**Run 1: M1 wires**

Bar = 20 um.
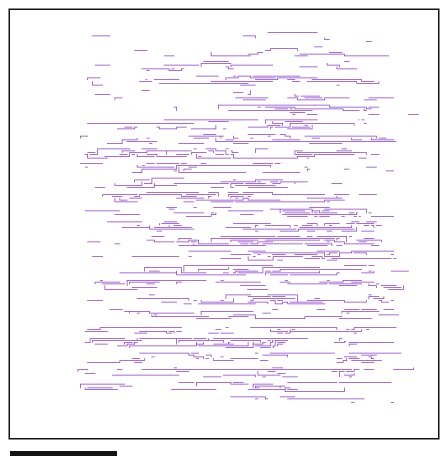
**Run 1: the metal 2 layer**

Bar = 20 um.
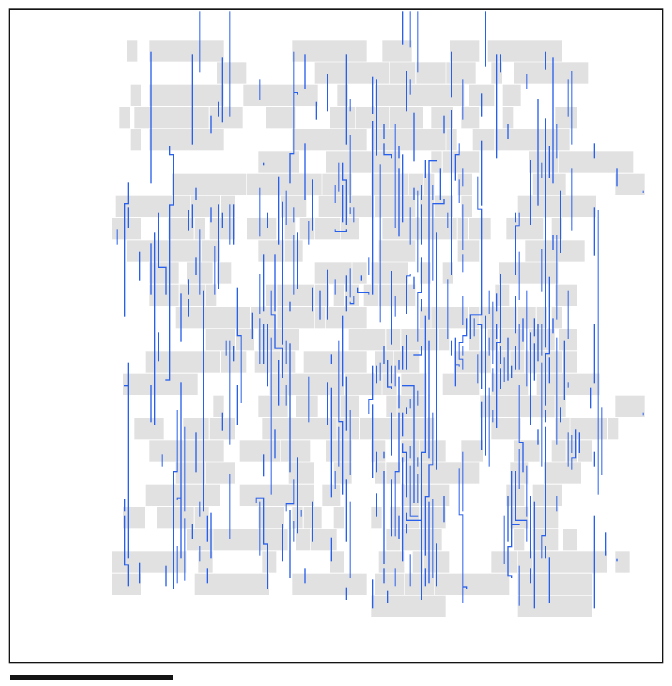
**Run 1: metal 3**

Bar = 20 um.
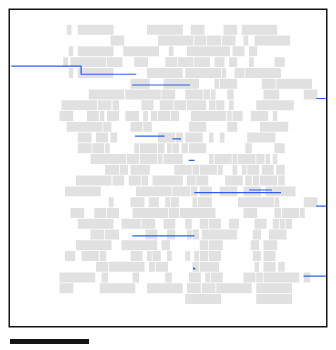
File: config.mk
export PLATFORM = sky130hd
export DESIGN_NAME = clk_div_multi
export DESIGN_NICKNAME = d
export VERILOG_FILES = /design/src/rtl/clk_div_pkg.sv /design/src/rtl/clk_div_sync.sv /design/src/rtl/clk_div_multi.sv
export SDC_FILE = /design/constraint.sdc
export NUM_CORES = 1
export LEC_CHECK = 0
export ABC_AREA = 0
export CAP_MARGIN = 20
export CORE_MARGIN = 2
export CORE_UTILIZATION = 40
export DETAILED_ROUTE_END_ITERATION = 6
export REMOVE_ABC_BUFFERS = 1
export SLEW_MARGIN = 5
export SYNTH_ARGS = -nofsm -noshare
export SYNTH_HDL_FRONTEND = slang
export SYNTH_HIERARCHICAL = 1
export SYNTH_SLANG_ARGS = --single-unit
File: constraint.sdc
create_clock -name Clk -period 2.85 [get_ports Clk]
set_input_delay 0.285 -clock Clk [delete_from_list [all_inputs] [get_ports Clk]]
set_output_delay 0.285 -clock Clk [all_outputs]
set_load 0.005 [all_outputs]
File: src/rtl/clk_div_pkg.sv
// Shared constants for the multi-mode clock divider: board clock rate and
// the half-period counts of the standard display rates.
package clk_div_pkg;

  localparam int unsigned CLK_HZ = 50_000_000;

  // Half-period in board-clock cycles for a square wave of the given rate.
  function automatic int unsigned half_for_hz(input int unsigned hz);
    return (hz == 0) ? 0 : CLK_HZ / (2 * hz);
  endfunction

  localparam int unsigned HALF_1HZ  = half_for_hz(1);
  localparam int unsigned HALF_2HZ  = half_for_hz(2);
  localparam int unsigned HALF_5HZ  = half_for_hz(5);
  localparam int unsigned HALF_10HZ = half_for_hz(10);

endpackage

File: src/rtl/clk_div_sync.sv
// Generic two-flop synchronizer for slow multi-bit board inputs such as
// switch banks; both stages clear to zero on reset.
module clk_div_sync #(
  parameter int W = 2
) (
  input  logic         Clk,
  input  logic         Rst_n,
  input  logic [W-1:0] d,
  output logic [W-1:0] q
);

  logic [W-1:0] meta;

  // NOTE: non-blocking assignments so both stages sample the pre-edge values.
  always_ff @(posedge Clk or negedge Rst_n) begin
    if (!Rst_n) begin
      meta <= '0;
      q    <= '0;
    end else begin
      meta <= d;
      q    <= meta;
    end
  end

endmodule

File: src/rtl/clk_div_multi.sv
// Multi-mode square-wave divider with glitch-free mode switching at half-period
// boundaries. Define CLK_DIV_SYNC_EN to pass Mode through a 2-flop synchronizer.
module clk_div_multi
  import clk_div_pkg::*;
#(
  parameter  int          NUM_MODES = 4,
  parameter  int          CNT_W     = 32,
  parameter  int unsigned HALF0     = HALF_1HZ,
  parameter  int unsigned HALF1     = HALF_2HZ,
  parameter  int unsigned HALF2     = HALF_5HZ,
  parameter  int unsigned HALF3     = HALF_10HZ,
  parameter  int unsigned HALF4     = HALF_10HZ,
  parameter  int unsigned HALF5     = HALF_10HZ,
  parameter  int unsigned HALF6     = HALF_10HZ,
  parameter  int unsigned HALF7     = HALF_10HZ,
  localparam int          MODE_W    = (NUM_MODES > 1) ? $clog2(NUM_MODES) : 1
) (
  input  logic              Clk,
  input  logic              Rst_n,
  input  logic              En,
  input  logic [MODE_W-1:0] Mode,
  output logic              Clk_O,
  output logic              Tick,
  output logic [MODE_W-1:0] Mode_Act,
  output logic              Sw_Pend
);

  localparam logic [MODE_W:0] MODE_LIM = (MODE_W + 1)'(NUM_MODES);

  function automatic logic [CNT_W-1:0] half_of(input logic [2:0] idx);
    case (idx)
      3'd0:    return CNT_W'(HALF0);
      3'd1:    return CNT_W'(HALF1);
      3'd2:    return CNT_W'(HALF2);
      3'd3:    return CNT_W'(HALF3);
      3'd4:    return CNT_W'(HALF4);
      3'd5:    return CNT_W'(HALF5);
      3'd6:    return CNT_W'(HALF6);
      default: return CNT_W'(HALF7);
    endcase
  endfunction

  logic [MODE_W-1:0] mode_in;
  logic [MODE_W-1:0] mode_q;
  logic [CNT_W-1:0]  count;
  logic [CNT_W-1:0]  last;
  logic              terminal;
  logic              overrun;

`ifdef CLK_DIV_SYNC_EN
  clk_div_sync #(.W(MODE_W)) u_sync (
    .Clk   (Clk),
    .Rst_n (Rst_n),
    .d     (Mode),
    .q     (mode_in)
  );
`else
  assign mode_in = Mode;
`endif

  // Out-of-range requests are dropped so Mode_Act can never index a missing divisor.
  always_ff @(posedge Clk or negedge Rst_n) begin
    if (!Rst_n)
      mode_q <= '0;
    else if ({1'b0, mode_in} < MODE_LIM)
      mode_q <= mode_in;
  end

  assign last     = half_of(3'(Mode_Act)) - CNT_W'(1);
  assign terminal = (count == last);
  assign overrun  = (count > last);

  always_ff @(posedge Clk or negedge Rst_n) begin
    if (!Rst_n) begin
      count    <= '0;
      Clk_O    <= 1'b0;
      Tick     <= 1'b0;
      Mode_Act <= '0;
      Sw_Pend  <= 1'b0;
    end else begin
      Sw_Pend <= (mode_q != Mode_Act);
      if (!En) begin
        // Stopped: nothing to protect, so the requested mode takes effect at once.
        count    <= '0;
        Clk_O    <= 1'b0;
        Tick     <= 1'b0;
        Mode_Act <= mode_q;
      end else if (terminal) begin
        count    <= '0;
        Clk_O    <= ~Clk_O;
        Tick     <= ~Clk_O;
        Mode_Act <= mode_q;
      end else if (overrun) begin
        count <= '0;
        Tick  <= 1'b0;
      end else begin
        count <= count + CNT_W'(1);
        Tick  <= 1'b0;
      end
    end
  end

endmodule

==> results.sh, run 1 <==
# yosys + openroad results
export IMPL_io_pins=10
export IMPL_biggestCellCategory="combinational gates"
export IMPL_max_cap_viol_count=0
export IMPL_overflow=0
export IMPL_fin_cells=312
export IMPL_slowest_delay_ns=0.53
export IMPL_clock_latency_late_pin_ns=0.29
export IMPL_power_density_nw_per_um2=425
export IMPL_p_seq_uw=568
export IMPL_rsz0062_at_grt="false"
export IMPL_finalSetupTns_ns=0
export IMPL_vias_per_cell=5.19
export IMPL_vias=1619
export IMPL_path_depth=10
export IMPL_ys_sh_mux=0.00980
export IMPL_irDropWorstVdd_v=0.000201
export IMPL_ys_warn_count=6
export IMPL_initial_core_util=0.415
export IMPL_drive_above_1_share=0.192
export IMPL_hold_class="primary input to async pin"
export IMPL_p_clk_uw=474
export IMPL_rr_startpoint="Mode_Act[0]"
export IMPL_ys_sh_simple=0.263
export IMPL_path_buffers=3
export IMPL_htree_num_levels=2
export IMPL_grt_max_degree=40
export IMPL_drc=0
export IMPL_dp_cells=303
export IMPL_detailed_place_area_um2=2540
export IMPL_pg_comb_uw=99.0
export IMPL_start_kind="flop"
export IMPL_seqPwrFrac=0.498
export IMPL_gr_max_usage_layer="met2"
export IMPL_syn_area_um2=2300
export IMPL_power_group_top="sequential cells"
export IMPL_timing_slew_headroom=0.429
export IMPL_die_w_um=79.8
export IMPL_switchingPower_uw=251
export IMPL_mostFrequentLayoutCell="dfrtp_1"
export IMPL_setup_ws_ns=0.222
export IMPL_hold_viol=0
export IMPL_routed_top_layer="met4"
export IMPL_reg_largest_list="count x32, Mode_Act x2, mode_q x2"
export IMPL_num_nonclk_inverters=4
export IMPL_r2r_end="count[1]"
export IMPL_cp_end_kind="flop"
export IMPL_core_area_um2=5540
export IMPL_ys_sh_adder=0.114
export IMPL_grt_use_met3=0.0305
export IMPL_dpl_hpwl_um=3260
export IMPL_seq_area_frac=0.364
export IMPL_synth_main_ff_cell="dfrtp_1"
export IMPL_top_cells_by_area="dfrtp_1 42%, ha_1 11%, nor3_2 8.7%"
export IMPL_fmax_ghz=0.380
export IMPL_rows=27
export IMPL_chipHeight_um=79.8
export IMPL_path_common_cell="inv_1"
export IMPL_clockBufferDepth=2
export IMPL_nFlopsAndLatches=39
export IMPL_final_core_util=0.484
export IMPL_numCtsBuffers=5
export IMPL_intPower_uw=891
export IMPL_portBuffers=9
export IMPL_fill_cells=519
export IMPL_route_met3_wl_um=110
export IMPL_crit_start="Mode_Act[0]"
export IMPL_power_frac_clock=0.416
export IMPL_p_total_mw=1.14
export IMPL_drv_slew=0
export IMPL_logic_area_um2=1320
export IMPL_drtIter0Drc=98
export IMPL_nets=265
export IMPL_synth_top_cell_area_share=0.425
export IMPL_first_pass_iters=4
export IMPL_clk_share=0.0438
export IMPL_worst_slew_pin_slew_ns=0.857
export IMPL_yosys_area_um2=2300
export IMPL_yosysCellCount=213
export IMPL_synth_distinct_cells=30
export IMPL_tool_warnings=25
export IMPL_layout_nonclk_buf_frac=0.0615
export IMPL_seq_area_um2=976
export IMPL_common_cells="39 x dfrtp_1, 22 x nand2_1, 21 x ha_1"
export IMPL_cp_arrival_ns=2.83
export IMPL_top_area_cell="dfrtp_1"
export IMPL_regMostFlops="count"
export IMPL_clock_sinks=39
export IMPL_p_leak_nw=1.10
export IMPL_synthCells=213
export IMPL_clockBufferCount=6
export IMPL_fin_crit_sh=0.922
export IMPL_comb_share=0.492
export IMPL_path_class="flop to flop"
export IMPL_cts_setup_buffers=0
export IMPL_synth_flops=39
export IMPL_cp_slowest_cell="a32oi_1"
export IMPL_n_antenna_cell=0
export IMPL_grt_pass1_vias=1550
export IMPL_period_needed_ns=2.63
export IMPL_m1WireLength_um=2450
export IMPL_edf_count=0
export IMPL_cts_resized=0
export IMPL_met1_usage=0.221
export IMPL_wl_met2_um=2040
export IMPL_gp_congestion=0.923
export IMPL_final_setup_skew_ns=0.00412
export IMPL_critPathTopFamily="AND-OR/OR-AND gates"
export IMPL_cts_tree="yes"
export IMPL_status="complete, no violations"
export IMPL_setup_viol=0
export IMPL_cts_hold_buffers_added=0
About 'M1 wires':
share of all routed wire = 53%
main direction = horizontal

About 'the metal 2 layer':
main direction = vertical
share of all routed wire = 44%

About 'metal 3':
main direction = horizontal
share of all routed wire = 2.4%
wire length on this layer = 110 um
nets with wire on the layer = 8

## Run 2: what changed since run 1
Settings changed: CAP_MARGIN 20 to not set, CTS_CLUSTER_DIAMETER set to 150.
**Run 2: metal 3**

Bar = 20 um.
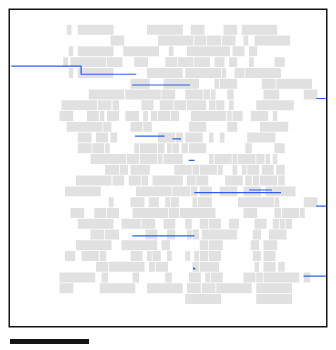
share of all routed wire = 2.4%
wire length on this layer = 110 um
longest straight run = 21.6 um

**Run 2: routing congestion map**

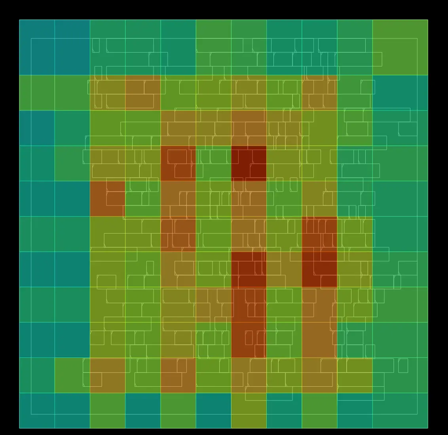
DR WL/cell: 14.9 um
met2 usage: 0.231

==> results.sh, run 2 <==
# yosys + openroad results
export IMPL_synth_main_ff_cell="dfrtp_1"
export IMPL_path_class="flop to flop"
export IMPL_critPathTopFamily="AND-OR/OR-AND gates"
export IMPL_crit_start="Mode_Act[0]"
export IMPL_regMostFlops="count"
export IMPL_n_antenna_cell=0
export IMPL_dp_cells=303
export IMPL_worst_slew_pin_slew_ns=0.857
export IMPL_path_depth=10
export IMPL_route_met3_wl_um=110
export IMPL_start_kind="flop"
export IMPL_setup_ws_ns=0.222
export IMPL_reg_largest_list="count x32, Mode_Act x2, mode_q x2"
export IMPL_p_seq_uw=568
export IMPL_dpl_hpwl_um=3260
export IMPL_cts_resized=0
export IMPL_io_pins=10
export IMPL_logic_area_um2=1320
export IMPL_max_cap_viol_count=0
export IMPL_ys_warn_count=6
export IMPL_intPower_uw=891
export IMPL_slowest_delay_ns=0.53
export IMPL_first_pass_iters=4
export IMPL_power_density_nw_per_um2=425
export IMPL_synth_flops=39
export IMPL_nFlopsAndLatches=39
export IMPL_clock_sinks=39
export IMPL_grt_max_degree=40
export IMPL_ys_sh_adder=0.114
export IMPL_drtIter0Drc=98
export IMPL_synth_distinct_cells=30
export IMPL_fin_crit_sh=0.922
export IMPL_grt_pass1_vias=1550
export IMPL_power_frac_clock=0.416
export IMPL_tool_warnings=25
export IMPL_syn_area_um2=2300
export IMPL_p_total_mw=1.14
export IMPL_path_buffers=3
export IMPL_finalSetupTns_ns=0
export IMPL_period_needed_ns=2.63
export IMPL_p_clk_uw=474
export IMPL_cts_tree="yes"
export IMPL_cp_slowest_cell="a32oi_1"
export IMPL_rsz0062_at_grt="false"
export IMPL_biggestCellCategory="combinational gates"
export IMPL_cts_setup_buffers=0
export IMPL_overflow=0
export IMPL_drive_above_1_share=0.192
export IMPL_initial_core_util=0.415
export IMPL_numCtsBuffers=5
export IMPL_seq_area_um2=976
export IMPL_ys_sh_simple=0.263
export IMPL_yosys_area_um2=2300
export IMPL_mostFrequentLayoutCell="dfrtp_1"
export IMPL_final_core_util=0.484
export IMPL_nets=265
export IMPL_rows=27
export IMPL_switchingPower_uw=251
export IMPL_die_w_um=79.8
export IMPL_hold_class="primary input to async pin"
export IMPL_cts_hold_buffers_added=0
export IMPL_detailed_place_area_um2=2540
export IMPL_gr_max_usage_layer="met2"
export IMPL_hold_viol=0
export IMPL_chipHeight_um=79.8
export IMPL_routed_top_layer="met4"
export IMPL_core_area_um2=5540
export IMPL_m1WireLength_um=2450
export IMPL_fmax_ghz=0.380
export IMPL_final_setup_skew_ns=0.00412
export IMPL_power_group_top="sequential cells"
export IMPL_met1_usage=0.221
export IMPL_vias_per_cell=5.19
export IMPL_portBuffers=9
export IMPL_status="complete, no violations"
export IMPL_r2r_end="count[1]"
export IMPL_seq_area_frac=0.364
export IMPL_wl_met2_um=2040
export IMPL_clock_latency_late_pin_ns=0.29
export IMPL_vias=1619
export IMPL_p_leak_nw=1.10
**Run 2: the metal 2 layer**

Bar = 20 um.
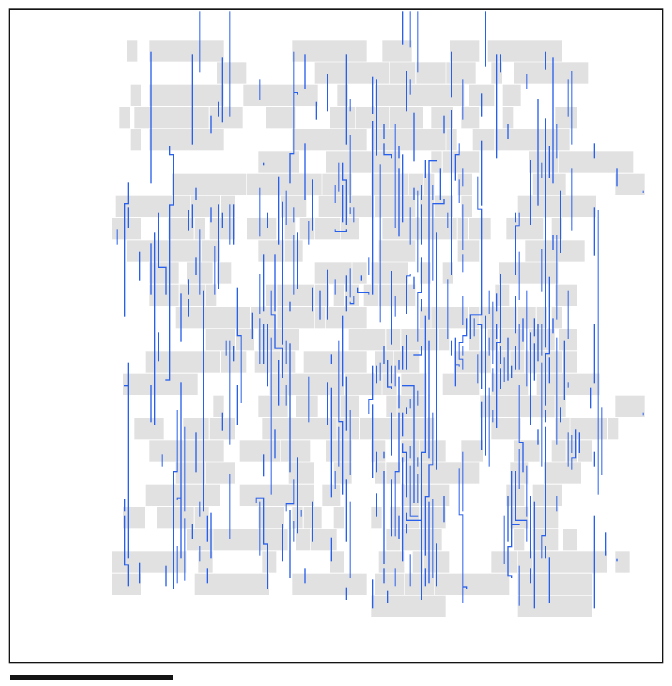
main direction = vertical
share of all routed wire = 44%
wire length on this layer = 2040 um
nets with wire on the layer = 211

